==> run_1/gate_families.png <==
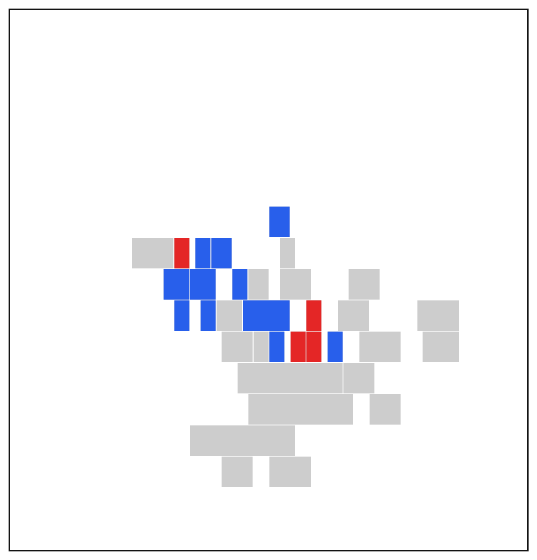
==> run_1/pins.png <==
The bar under the picture is 10 um long. Pins as bars across the die edge, other pins in gray.
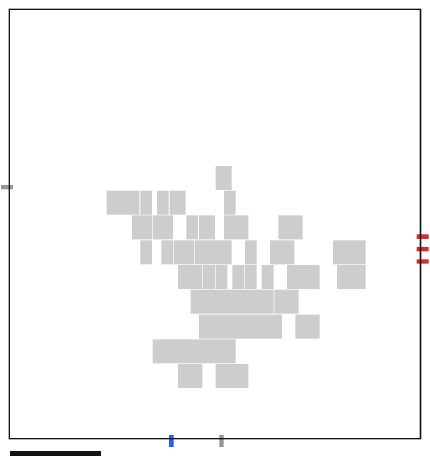
==> run_1/drive_strength.png <==
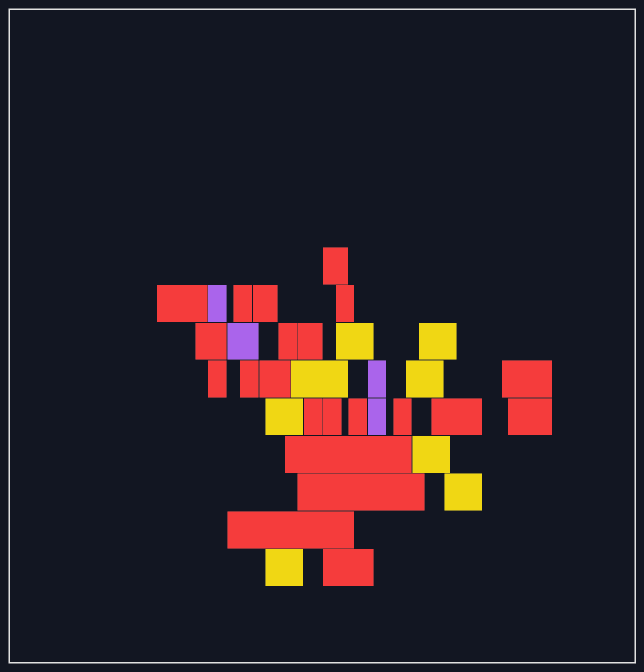
Design cnt5, sky130hd; sources not shown.
==> results.py, run 1 <==
# Generated from Yosys and OpenROAD reports
metrics = {
    "run_status": {
        "status": "finished, final reports clean",
    },
    "yosys": {
        "ys_chip_area_um2": 161.4,
        "yosysWarnings": 0,
        "synth_area_um2": 161.4,
        "syn_area_per_cell_um2": 7.686,
        "synth.net_count": 24,
        "top_cells_by_area": "dfrtp_1, nand2_1, inv_2, nand2_4, nand3_1",
        "ys_top_cells_by_count": "nand2_1, dfrtp_1, inv_2",
        "ys_ff": 3,
        "synth.distinct_cells": 11,
        "top_cell": "nand2_1",
        "yosysCellCount": 21,
        "ys_seq_share_pct": 46.51,
        "synthArstFlopShare_pct": 100.0,
        "netlist_instances": 21,
        "ff_type": "dfrtp_1",
        "synth_top_area_share_pct": 46.51,
        "largest_area_cell": "dfrtp_1",
        "edf_count": 0,
    },
    "placement": {
        "routabilityCongestion": 0.6455,
        "numPlacedInstances": 42,
        "placed_cell_area_um2": 237.7,
        "place_ws_ps": -28.58,
    },
    "power_and_ir_drop": {
        "power.density_mw_per_mm2": 2422,
        "p_total_uw": 691.0,
        "p_leak_nw": 0.1514,
        "irDropWorstVdd_v": 0.0006454,
    },
    "run": {
        "cap_violations": 0,
        "warnings": 26,
    },
    "critical_path": {
        "cp_num_buf_inv": 1,
        "path_class": "reg2out",
        "r2r_cells": 6,
        "cpPeakStageDelay_ps": 370,
        "rrSetupSlack_ps": 250,
        "cp-start-kind": "register",
        "cp_num_cells": 1,
        "crit_fanout": 2,
        "path_delay_family": "flip-flops",
        "cp.required_ps": 900,
        "worstPathArrival_ps": 860,
        "path_cells": "dlygate4sd2_1",
        "cp_slowest_cell": "dfrtp_1",
        "crit_path_end_kind": "primary output",
    },
    "final_layout": {
        "antenna_cells": 0,
        "layout-drive-gt1-share_pct": 35.29,
        "largest_reg_flops": 3,
        "fin_nets": 38,
        "post-route-util_pct": 21.92,
    },
    "global_routing": {
        "grt.overflow.total": 0,
        "grt_max_degree": 7,
        "grt_pass1_vias": 181,
        "antenna_found_initial": 0,
        "grt_pass1_wl_um": 710,
        "track_usage_pct": 5.534,
    },
    "floorplan": {
        "num_rows": 13,
        "core_area_mm2": 0.001301,
        "core_util_floorplan_pct": 12.40,
        "die_area_mm2": 0.002115,
        "io_pins": 6,
    },
    "sta": {
        "finalSetupViolCount": 0,
        "hold_viol": 0,
        "rsz0062_at_grt": "false",
        "finClkSkew_ps": 2.367,
        "finalCritPeriodShare_pct": 97.44,
        "period_needed_ps": 1247,
        "clock.fmax_ghz": 0.8018,
        "tightest_slew_ps": 142.6,
        "report.final.slew_viol_count": 0,
        "slew_headroom_pct": 90.50,
        "setup_ws_ps": 32.76,
    },
    "route": {
        "wire_per_inst_um": 8.143,
        "finalWirelength_um": 399,
        "drtAntennaViolNets": 0,
        "vias": 180,
        "first_pass_iters": 1,
        "routed_via_density": 3.673,
        "first_iter_violations": 0,
        "drcViolationCount": 0,
    },
    "cts": {
        "cts_buffers": 3,
        "htree_levels": 1,
        "root_buffer": "clkbuf_4",
        "clock-sinks": 3,
        "cts_buffer_depth": 2,
        "clk_pin_slew_ps": 40,
        "clock_latency_ps": 230,
        "postCtsHoldBufs": 0,
        "cts_tree": "yes",
    },
    "hold_path": {
        "hold_class": "in2async",
    },
}
## Picture notes: gate_families.png
color	family	cells	where
red	inverters	4	center
blue	NAND gates	11	center
non-filler instance count after layout: 49
most frequent logic cell in the layout: nand2_1

## Picture notes: pins.png
color	port	pins	direction	edge
blue	clk	1	input	south
red	cnt	3	output	east
all pins by edge	3 east, 2 south, 1 west
Die H: 47 um
Die Span X: 45 um
port bufs: 5

## Picture notes: drive_strength.png
color	size	cells	most used
yellow	drive 3 to 4	8	buf_4
red	drive 1 or less	22	nand2_1
purple	drive 2	4	inv_2
Layout area overhead: 76.74%
cell area after layout: 285.3 um2

## run 1: stage by stage
stage | TNS (ps) | hold slack [ps]
after floorplan | 0 | 88.41
after global placement | -21.99 | 571.9
after detailed placement | -28.58 | 571.4
after CTS | 0 | 328.0
after global routing | 0 | 335.6
final | 0 | 326.4
## run 1: area by class of cell
cell class	instances	area, um2
clock buffers	4	26.28
fillers	160	1016
inverters	4	15.01
multi-input cells	14	71.32
flip-flops and latches	3	75.07
well taps	15	18.77
repair buffers	9	78.83
## run 1: cells in the final DEF (no fill, tap or decap), types with 2 or more instances in the layout
master           count
clkbuf_4             3
clkdlybuf4s50_1      2
buf_4                4
nand2_1              6
clkdlybuf4s15_1      2
dfrtp_1              3
nand3_1              2
inv_2                3
## run 1: timing repair
| item | in CTS | in global routing |
|---|---|---|
| resized | 3 | 2 |
| endpoints found under the setup margin | 3 | 2 |
| buffers inserted | 2 | 1 |
## run 1: power by group
part	switching, mW	total [mW]	internal [mW]
Sequential	0.0217	0.161	0.139
Combinational	0.177	0.361	0.185
Clock	0.0518	0.169	0.117
Total	0.250	0.691	0.441
## run 1: routing by layer
layer  wire [um]  vias up  track usage [%]
li1            -       93                -
met3          26        0            3.448
met4           0        0            8.772
met1         170       81            4.556
met2         202        6            7.345
met5           0        -                0
## run 1: kinds of logic (layout without fill, tap and decap cells)
group	count (synthesis)	count (layout)	synth area share (%)
AOI/OAI and AO/OA	2	2	6.976
buffers and inverters	4	17	9.300
and+or+nand+nor	12	12	37.21
DFF	3	3	46.51
==> run_1/metal_stack.png <==
Two of the layers only.
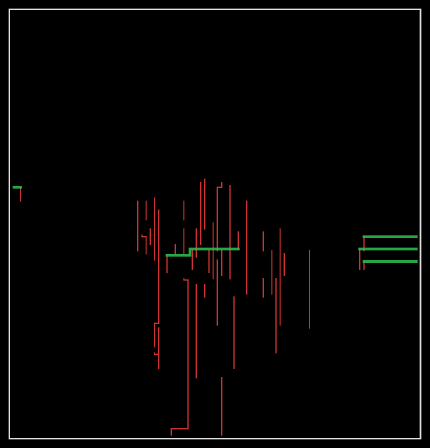

## Run 2: what changed since run 1
Settings changed: ABC_AREA 1 to not set, SLEW_MARGIN 20 to not set.
==> run_2/metal_stack.png <==
Two of the layers only.
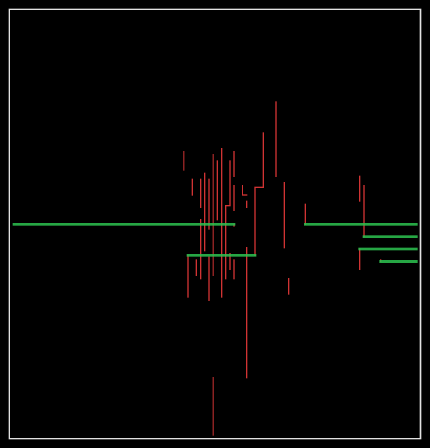
color	layer	wire length
green	met3	59.6 um
red	met2	164 um
Vias: 148
DR WL/cell: 8.238 um
Tot GR Track Use: 4.826%

==> results.py, run 2 <==
# Generated from Yosys and OpenROAD reports
metrics = {
    "run": {
        "warnings": 26,
        "cap_violations": 0,
    },
    "yosys": {
        "syn_area_per_cell_um2": 10.19,
        "synthArstFlopShare_pct": 100.0,
        "yosysWarnings": 0,
        "synth_area_um2": 142.6,
        "ys_ff": 3,
        "yosysCellCount": 14,
        "top_cell": "dfrtp_1",
        "netlist_instances": 14,
        "ys_seq_share_pct": 52.63,
        "synth_top_area_share_pct": 52.63,
        "yosys.area_share.adder_pct": 0,
        "largest_area_cell": "dfrtp_1",
        "synth.net_count": 17,
        "ys_top_cells_by_count": "dfrtp_1, a21oi_1, nor2_1, xnor2_1",
        "top_cells_by_area": "dfrtp_1, xnor2_1, a21oi_1, a211o_1, o41ai_1",
        "ff_type": "dfrtp_1",
        "ys_chip_area_um2": 142.6,
        "synthTopLogicFamily": "AND-OR/OR-AND gates",
        "synth.distinct_cells": 9,
        "aoi_share_pct": 19.30,
        "xor_share_pct": 12.28,
        "edf_count": 0,
        "mux_share_pct": 0,
        "ys_sh_simple_pct": 13.16,
    },
    "cts": {
        "clk_pin_slew_ps": 40,
        "cts_tree": "yes",
        "clock-sinks": 3,
        "cts_buffers": 3,
        "htree_levels": 1,
        "root_buffer": "clkbuf_4",
        "clock_latency_ps": 230,
        "cts_buffer_depth": 2,
    },
    "critical_path": {
        "path_cells": "dlygate4sd2_1",
        "rrSetupSlack_ps": 160,
        "worstPathArrival_ps": 850,
        "cp-start-kind": "register",
        "cp_slowest_cell": "dfrtp_1",
        "r2r_cells": 4,
        "crit_fanout": 2,
        "crit_path_end_kind": "primary output",
        "cp_num_buf_inv": 1,
        "path_class": "reg2out",
        "cpPeakStageDelay_ps": 360,
        "path_delay_family": "flip-flops",
        "cp.required_ps": 900,
        "cp_num_cells": 1,
    },
    "global_routing": {
        "grt.overflow.total": 0,
        "grt_pass1_wl_um": 614,
        "grt_max_degree": 7,
        "antenna_found_initial": 0,
        "grt_pass1_vias": 154,
    },
    "sta": {
        "tightest_slew_ps": 323.6,
        "finClkSkew_ps": 2.283,
        "period_needed_ps": 1236,
        "finalCritPeriodShare_pct": 96.54,
        "clock.fmax_ghz": 0.8093,
        "finalSetupViolCount": 0,
        "hold_viol": 0,
        "report.final.slew_viol_count": 0,
        "final.setup.tns_ps": 0,
        "slew_headroom_pct": 78.14,
    },
    "final_layout": {
        "final_cell_mix": "buf_4, clkbuf_4, dfrtp_1",
        "antenna_cells": 0,
        "seqCellArea_um2": 75.07,
        "layout_top_cell": "buf_4",
        "layout.area.comb_um2": 63.81,
        "fin_nets": 31,
        "layout-drive-gt1-share_pct": 25.93,
        "largest_reg_flops": 3,
        "finalNonFillerCells": 42,
        "synthToLayoutAreaGrowth_pct": 87.72,
        "fillers": 155,
    },
    "placement": {
        "port_buffers": 5,
        "numPlacedInstances": 37,
        "routabilityCongestion": 0.6671,
    },
    "floorplan": {
        "chipHeight_um": 47,
        "io_pins": 6,
        "core_area_mm2": 0.001301,
        "dieWidth_um": 45,
        "die_area_mm2": 0.002115,
        "core_util_floorplan_pct": 10.96,
        "num_rows": 13,
    },
    "hold_path": {
        "hold_class": "in2async",
    },
    "route": {
        "drcViolationCount": 0,
        "routed_via_density": 3.524,
        "first_iter_violations": 1,
        "first_pass_iters": 4,
        "finalWirelength_um": 346,
        "drtAntennaViolNets": 0,
    },
    "power_and_ir_drop": {
        "irDropWorstVdd_v": 0.0004045,
        "p_leak_nw": 0.1301,
        "power.density_mw_per_mm2": 2488,
    },
    "run_status": {
        "status": "finished, final reports clean",
    },
}
[run 2: layout make-up]
cell class	instances	share of cell area, %
timing repair buffer	9	29.91
multi-input combinational	10	23.83
inverter	1	1.402
clock buffer	4	9.813
tap	15	7.009
sequential	3	28.04
[run 2: what timing repair did]
| item | 4_1_cts | 5_1_grt |
|---|---|---|
| buffers inserted | 0 | 1 |
| hold buffers | 0 | 0 |
| setup endpoints to repair | 3 | 4 |
| resized | 3 | 2 |
[run 2: cell families after synthesis]
logic type      after synthesis
buf+inv                       1
xor+xnor                      2
flops                         3
simple gates                  4
compound gates                4
[run 2: metal layers]
layer / vias to the layer above / wire (um) / global-route usage (%)
li1: 76 / - / -
met1: 65 / 123 / 3.881
met2: 7 / 164 / 6.215
met3: 0 / 59 / 6.130
met4: 0 / 0 / 3.509
met5: - / 0 / 0
[run 2: worst reg2reg max path, cell delays in order (launching register included)]
cell	delay [ps]
dfrtp_1	370
buf_4	160
xnor2_1	120
a211o_1	280
o41ai_1	70
[run 2: per-stage QoR]
stage	instance area (um2)	total power [mW]	utilization, %	setup slack, ps	hold WS, ps
6_report	267.8	0.6660	20.58	44.31	337.9
5_1_grt	267.8	0.7342	20.58	-7.072	343.4
4_1_cts	256.5	0.6534	19.71	24.86	335.7
3_5_place_dp	234.0	0.5108	17.98	-190.1	520.1
3_3_place_gp	234.0	0.5078	17.98	-184.7	514.2
2_1_floorplan	142.6	0.3216	-	273.4	88.41
[run 2: where the power goes]
group          switching, mW  leakage, nW  internal (mW)
logic                  0.144       0.0773          0.198
registers             0.0204       0.0378          0.142
clock network         0.0449       0.0150          0.117
No activity file was given, so power comes from the tool's default toggle rates.
